## config.mk

```make
export PLATFORM = sky130hd
export DESIGN_NAME = uart_tx_slave_flat
export DESIGN_NICKNAME = d
export VERILOG_FILES = /design/src/rtl/uart_tx_slave_if.sv /design/src/rtl/uart_tx_slave.sv /design/src/flat_wrapper.sv
export SDC_FILE = /design/constraint.sdc
export NUM_CORES = 1
export LEC_CHECK = 0
export CAP_MARGIN = 15
export CORE_UTILIZATION = 45
export CTS_BUF_LIST = sky130_fd_sc_hd__clkbuf_2
export CTS_CLUSTER_SIZE = 8
export DETAILED_ROUTE_END_ITERATION = 6
export DONT_BUFFER_PORTS = 1
export SLEW_MARGIN = 15
export SYNTH_ARGS = -nofsm -noshare
export SYNTH_HDL_FRONTEND = slang
export SYNTH_SLANG_ARGS = --single-unit
```

## constraint.sdc

```tcl
create_clock -name clk -period 6.5 [get_ports clk]
set_input_delay 0.975 -clock clk [delete_from_list [all_inputs] [get_ports clk]]
set_output_delay 0.975 -clock clk [all_outputs]
set_load 0.05 [all_outputs]
```

## src/rtl/uart_tx_slave_if.sv

```systemverilog
// Single-beat data-bus port of the UART transmitter: request from the core,
// registered response from the slave.
interface uart_tx_slave_if;
  logic        ss;
  logic        bstart;
  logic        bwrite;
  logic [31:0] addr;
  logic [31:0] wdata;
  logic [1:0]  tsize;
  logic [31:0] rdata;
  logic        bdone;
  logic        berror;

  modport master (
    output ss, bstart, bwrite, addr, wdata, tsize,
    input  rdata, bdone, berror
  );

  modport slave (
    input  ss, bstart, bwrite, addr, wdata, tsize,
    output rdata, bdone, berror
  );
endinterface

```

## src/rtl/uart_tx_slave.sv

```systemverilog
// Memory-mapped 8N1 UART transmitter: DATA/STATUS/BAUD registers, TX FIFO,
// and a bit-period down-counter driving the serial FSM.
//
// state   | meaning
// S_IDLE  | line idle high, waiting for a byte in the FIFO
// S_START | start bit (low) for one bit period
// S_DATA  | eight data bits, LSB first
// S_STOP  | stop bit (high); pops the next byte for gapless frames
module uart_tx_slave #(
  parameter int          FIFO_DEPTH  = 8,
  parameter logic [15:0] DEFAULT_DIV = 16'd867
) (
  input  logic          clk,
  input  logic          rst_n,
  uart_tx_slave_if.slave bus,
  output logic          tx
);

  localparam int PW = $clog2(FIFO_DEPTH);
  localparam int CW = $clog2(FIFO_DEPTH + 1);

  typedef enum logic [1:0] {S_IDLE, S_START, S_DATA, S_STOP} state_t;

  state_t        state, state_d;
  logic [15:0]   timer, timer_d;
  logic [15:0]   baud;
  logic [7:0]    shift, shift_d;
  logic [2:0]    bit_cnt, bit_cnt_d;
  logic          tx_d;
  logic          pop;

  logic [7:0]    mem [FIFO_DEPTH];
  logic [PW-1:0] rd_ptr, wr_ptr;
  logic [CW-1:0] count;
  logic [4:0]    count_ext;
  logic          full, empty;

  logic          acc, push;
  logic [1:0]    reg_sel;
  logic [31:0]   status;
  logic [31:0]   rdata_q;
  logic          bdone_q, berror_q;
  logic          unused;

  assign full      = (count == CW'(FIFO_DEPTH));
  assign empty     = (count == '0);
  assign count_ext = 5'(count);
  assign acc       = bus.ss && bus.bstart;
  assign reg_sel   = bus.addr[3:2];
  // Push is judged on the pre-pop count, so a full FIFO rejects even on a pop cycle.
  assign push      = acc && bus.bwrite && (reg_sel == 2'd0) && !full;
  assign status    = {24'b0, count_ext[3:0], 1'b0, empty, full, state != S_IDLE};

  assign bus.rdata  = rdata_q;
  assign bus.bdone  = bdone_q;
  assign bus.berror = berror_q;

  assign unused = ^{bus.tsize, bus.addr[31:4], bus.addr[1:0], bus.wdata[31:16]};

  always_ff @(posedge clk) begin
    if (!rst_n) begin
      state   <= S_IDLE;
      timer   <= '0;
      shift   <= '0;
      bit_cnt <= '0;
      tx      <= 1'b1;
    end else begin
      state   <= state_d;
      timer   <= timer_d;
      shift   <= shift_d;
      bit_cnt <= bit_cnt_d;
      tx      <= tx_d;
    end
  end

  always_comb begin
    state_d   = state;
    timer_d   = timer;
    shift_d   = shift;
    bit_cnt_d = bit_cnt;
    pop       = 1'b0;
    tx_d      = 1'b1;
    case (state)
      S_IDLE: begin
        if (!empty) begin
          pop     = 1'b1;
          shift_d = mem[rd_ptr];
          timer_d = baud;
          state_d = S_START;
        end
      end
      S_START: begin
        tx_d = 1'b0;
        if (timer == 16'd0) begin
          timer_d   = baud;
          bit_cnt_d = 3'd0;
          state_d   = S_DATA;
        end else begin
          timer_d = timer - 16'd1;
        end
      end
      S_DATA: begin
        tx_d = shift[0];
        if (timer == 16'd0) begin
          timer_d   = baud;
          shift_d   = {1'b0, shift[7:1]};
          bit_cnt_d = bit_cnt + 3'd1;
          if (bit_cnt == 3'd7) state_d = S_STOP;
        end else begin
          timer_d = timer - 16'd1;
        end
      end
      S_STOP: begin
        tx_d = 1'b1;
        if (timer == 16'd0) begin
          if (!empty) begin
            pop     = 1'b1;
            shift_d = mem[rd_ptr];
            timer_d = baud;
            state_d = S_START;
          end else begin
            state_d = S_IDLE;
          end
        end else begin
          timer_d = timer - 16'd1;
        end
      end
      default: state_d = S_IDLE;
    endcase
  end

  always_ff @(posedge clk) begin
    if (!rst_n) begin
      rd_ptr <= '0;
      wr_ptr <= '0;
      count  <= '0;
    end else begin
      if (push) wr_ptr <= wr_ptr + PW'(1);
      if (pop)  rd_ptr <= rd_ptr + PW'(1);
      count <= count + CW'(push) - CW'(pop);
    end
  end

  always_ff @(posedge clk) begin
    if (push) mem[wr_ptr] <= bus.wdata[7:0];
  end

  always_ff @(posedge clk) begin
    if (!rst_n) begin
      rdata_q  <= '0;
      bdone_q  <= 1'b0;
      berror_q <= 1'b0;
      baud     <= DEFAULT_DIV;
    end else begin
      bdone_q  <= acc;
      berror_q <= 1'b0;
      rdata_q  <= '0;
      if (acc) begin
        case (reg_sel)
          2'd0: if (bus.bwrite && full) berror_q <= 1'b1;
          2'd1: if (!bus.bwrite) rdata_q <= status;
          2'd2: begin
            if (bus.bwrite) baud <= bus.wdata[15:0];
            else            rdata_q <= {16'b0, baud};
          end
          default: berror_q <= 1'b1;
        endcase
      end
    end
  end

endmodule

```

## src/flat_wrapper.sv

```systemverilog
// flat-port wrapper written by rule: the top's interface ports become plain ports
module uart_tx_slave_flat 
#(
  parameter int          FIFO_DEPTH  = 8,
  parameter logic [15:0] DEFAULT_DIV = 16'd867
)
  (clk, rst_n, tx, bus_ss, bus_bstart, bus_bwrite, bus_addr, bus_wdata, bus_tsize, bus_rdata, bus_bdone, bus_berror);
  uart_tx_slave_if bus_i ();
  input  logic clk;
  input  logic rst_n;
  output logic tx;
  input wire logic [$bits(bus_i.ss)-1:0] bus_ss;
  input wire logic [$bits(bus_i.bstart)-1:0] bus_bstart;
  input wire logic [$bits(bus_i.bwrite)-1:0] bus_bwrite;
  input wire logic [$bits(bus_i.addr)-1:0] bus_addr;
  input wire logic [$bits(bus_i.wdata)-1:0] bus_wdata;
  input wire logic [$bits(bus_i.tsize)-1:0] bus_tsize;
  output wire logic [$bits(bus_i.rdata)-1:0] bus_rdata;
  output wire logic [$bits(bus_i.bdone)-1:0] bus_bdone;
  output wire logic [$bits(bus_i.berror)-1:0] bus_berror;
  assign bus_i.ss = bus_ss;
  assign bus_i.bstart = bus_bstart;
  assign bus_i.bwrite = bus_bwrite;
  assign bus_i.addr = bus_addr;
  assign bus_i.wdata = bus_wdata;
  assign bus_i.tsize = bus_tsize;
  assign bus_rdata = bus_i.rdata;
  assign bus_bdone = bus_i.bdone;
  assign bus_berror = bus_i.berror;
  uart_tx_slave #(.FIFO_DEPTH(FIFO_DEPTH), .DEFAULT_DIV(DEFAULT_DIV)) u_core (.clk(clk), .rst_n(rst_n), .bus(bus_i), .tx(tx));
endmodule
```

==> out/qor.csv <==
stage,metric,value,unit
run_status,outcome,"complete, no violations",
synth,dominant cells by area after synthesis,"edfxtp_1 (30%), dfxtp_1 (24%), mux4_2 (5.6%)",
setup_path,count of cells along the worst register-to-register path,11,
setup_path,Slowest cell on crit path,ha_1,
clock_tree,CTS tree,built,
placed_design,quantity of I/O buffers inserted on ports,0,
finish,highest-count cells in the layout ignoring fill and taps,"dfxtp_1 (77), edfxtp_1 (64), nand2_1 (60)",
synth,top cells by instance count after synthesis,"dfxtp_1 (77), edfxtp_1 (64), nand2_1 (60), nor2_1 (41), a21oi_1 (39)",
finish,post-route insts no fill,774,
power_and_ir_drop,power dissipated in sequential cells,1.14,mW
setup_path,Critical Path Start,u_core.state[1]$_SDFFE_PN0P_,
synth,count of synthesis-stage warnings from yosys,0,
synth,chip area in the Yosys report,0.006467,mm2
finish,fraction of layout instances using a drive strength above 1,12.29,%
final_timing,highest clock rate,0.3148,GHz
final_timing,Final Slew Violations,0,
drt,detailed-route vias per instance,5.704,
min_path,worst hold start,rst_n,
grt,antenna violations before repair,0,
drt,detailed-routing wirelength on met1,6.403,mm
setup_path,reg-to-reg critical path endpoint,u_core.count[2]$_SDFF_PN0_,
final_timing,Max-slew headroom,26.29,%
grt,global-route layer with the greatest usage,met2,
grt,global route total overflow,0,
finish,final core occ,48.82,%
finish,portion of the layout cell area used by clock cells,3.605,%
final_timing,sum of negative setup slack,0,ns
drt,uppermost metal layer occupied by signal nets,met4,
grt,GR met1 Demand/Resource,27.44,%
synth,fraction of the yosys area taken by sequential cells,53.55,%
clock_tree,maximum buffer depth of the clock tree,2,
synth,cell total in the yosys stat output,586,
floorplan,Starting Density,46.41,%
setup_path,cell breakdown of the critical path,inv_1 > ha_1 > nor4_1 > a22oi_1 > inv_1 > ha_1 > inv_1 > ha_1 > fa_1 > xnor2_1 > nor2_1,
floorplan,core region area,0.01393,mm2
clock_tree,number of levels in the clock H-tree,4,
setup_path,data required time at the worst endpoint,7.12,ns
finish,Finished Cell Area,0.006803,mm2
run,Tool Warnings,81,
synth,most area-hungry cell type in the Yosys netlist,edfxtp_1,
clock_tree,hold-fix buffers at CTS,0,
finish,register area,0.003463,mm2
run,number of max-cap violations,0,
synth,share of Yosys cell area claimed by the top area cell type,29.72,%
final_timing,RSZ-0062 raised after global routing,no,
drt,total via count after detailed routing,4415,
power_and_ir_drop,power per standard cell area,404.3,mW/mm2
drt,final wirelength,14.28,mm
final_timing,Setup-failing EPs final,0,
power_and_ir_drop,combinational logic power,1.07,mW
grt,maximum number of pins on one net before global-route repair,30,
drt,metal3 WL,823,um
setup_path,worst setup path endpoint,u_core.count[2]$_SDFF_PN0_,
finish,multi-input gates,387,
floorplan,floorplan die area,0.01486,mm2
synth,synthesized instance count,586,
clock_tree,Post-CTS Repair Setup Buffers,0,
clock_tree,buffer cell driving the clock tree root,clkbuf_2,
finish,number of inserted filler cells in the final layout,1245,
min_path,number of instances on the worst hold path,1,
finish,register share of the cell area,50.91,%
finish,non-clock inverter count in the final layout,27,
clock_tree,clock slew seen by the registers of the worst setup and hold paths,0.21,ns
power_and_ir_drop,maximum resistive drop on vdd,0.0002107,V
clock_tree,sink count of the clock tree,141,
synth,mean cell area of the mapped netlist,11.04,um2
power_and_ir_drop,net switching power,1.080,mW
clock_tree,quantity of gates resized following cts,0,
power_and_ir_drop,Switching Share,39.29,%
==> state kept, by name, summed over array words and instances (netlist names), named ones only <==
name	flops
u_core.count	4
u_core.bus.berror	1
u_core.tx	1
u_core.bus.rdata	16
u_core.shift	8
u_core.timer	16
u_core.mem	64
u_core.bus.bdone	1
u_core.state	2
u_core.wr_ptr	3
u_core.bit_cnt	3
u_core.rd_ptr	3
u_core.baud	16
==> cell families (layout without fill, tap and decap cells) <==
group | Yosys count | in the layout | synth area share [%]
AND-OR/OR-AND | 116 | 116 | 11.49
XOR/XNOR | 16 | 16 | 2.167
adder cells (fa/ha/maj) | 20 | 20 | 3.985
buffers and inverters | 73 | 66 | 5.610
flip-flops | 141 | 141 | 53.55
multiplexers | 37 | 37 | 8.841
other | 1 | 16 | 0.05798
AND/OR/NAND/NOR | 182 | 182 | 14.30
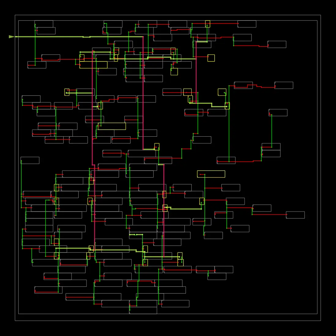
clock_nets.png
flip-flops: 141
Clock Skew: 0.02675 ns
latest clock arrival within the worst-skew pair: 0.73 ns
clock-net power: 0.537 mW

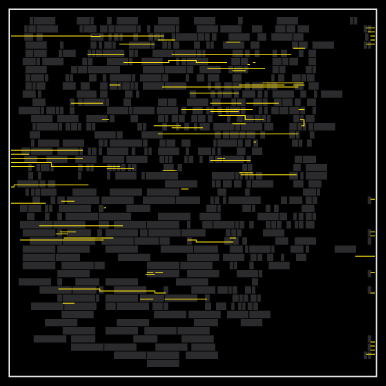
m3.png
Drawn at 3 px/um.
nets with wire on the layer: 58
share of all routed wire: 5.8%
wire length on this layer: 823 um
main direction: horizontal

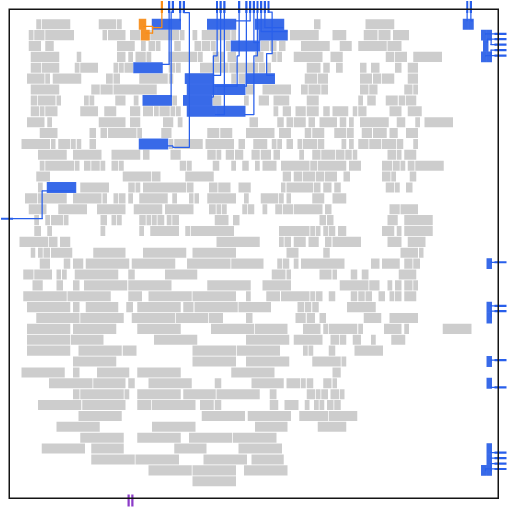
port_trees.png
Drawn at 4 px/um.
| port | colour | bits | direction | edge | end cells | buffers |
|---|---|---|---|---|---|---|
| bus_ss | orange | 1 | input | north | 2 | 0 |
| bus_tsize | purple | 2 | input | south | 0 | 0 |
| bus_rdata | blue | 32 | output | 17 north, 14 east, 1 west | 32 | 0 |

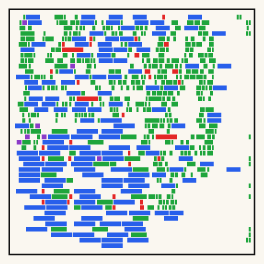
class_map.png
Drawn at 2 px/um.
| class | colour | cells |
|---|---|---|
| registers | blue | 141 |
| clock drivers and dummy loads | red | 32 |
| remaining logic cells | green | 414 |
| remaining buffers and delay cells | purple | 7 |

Power is estimated from default activity; no workload was simulated.
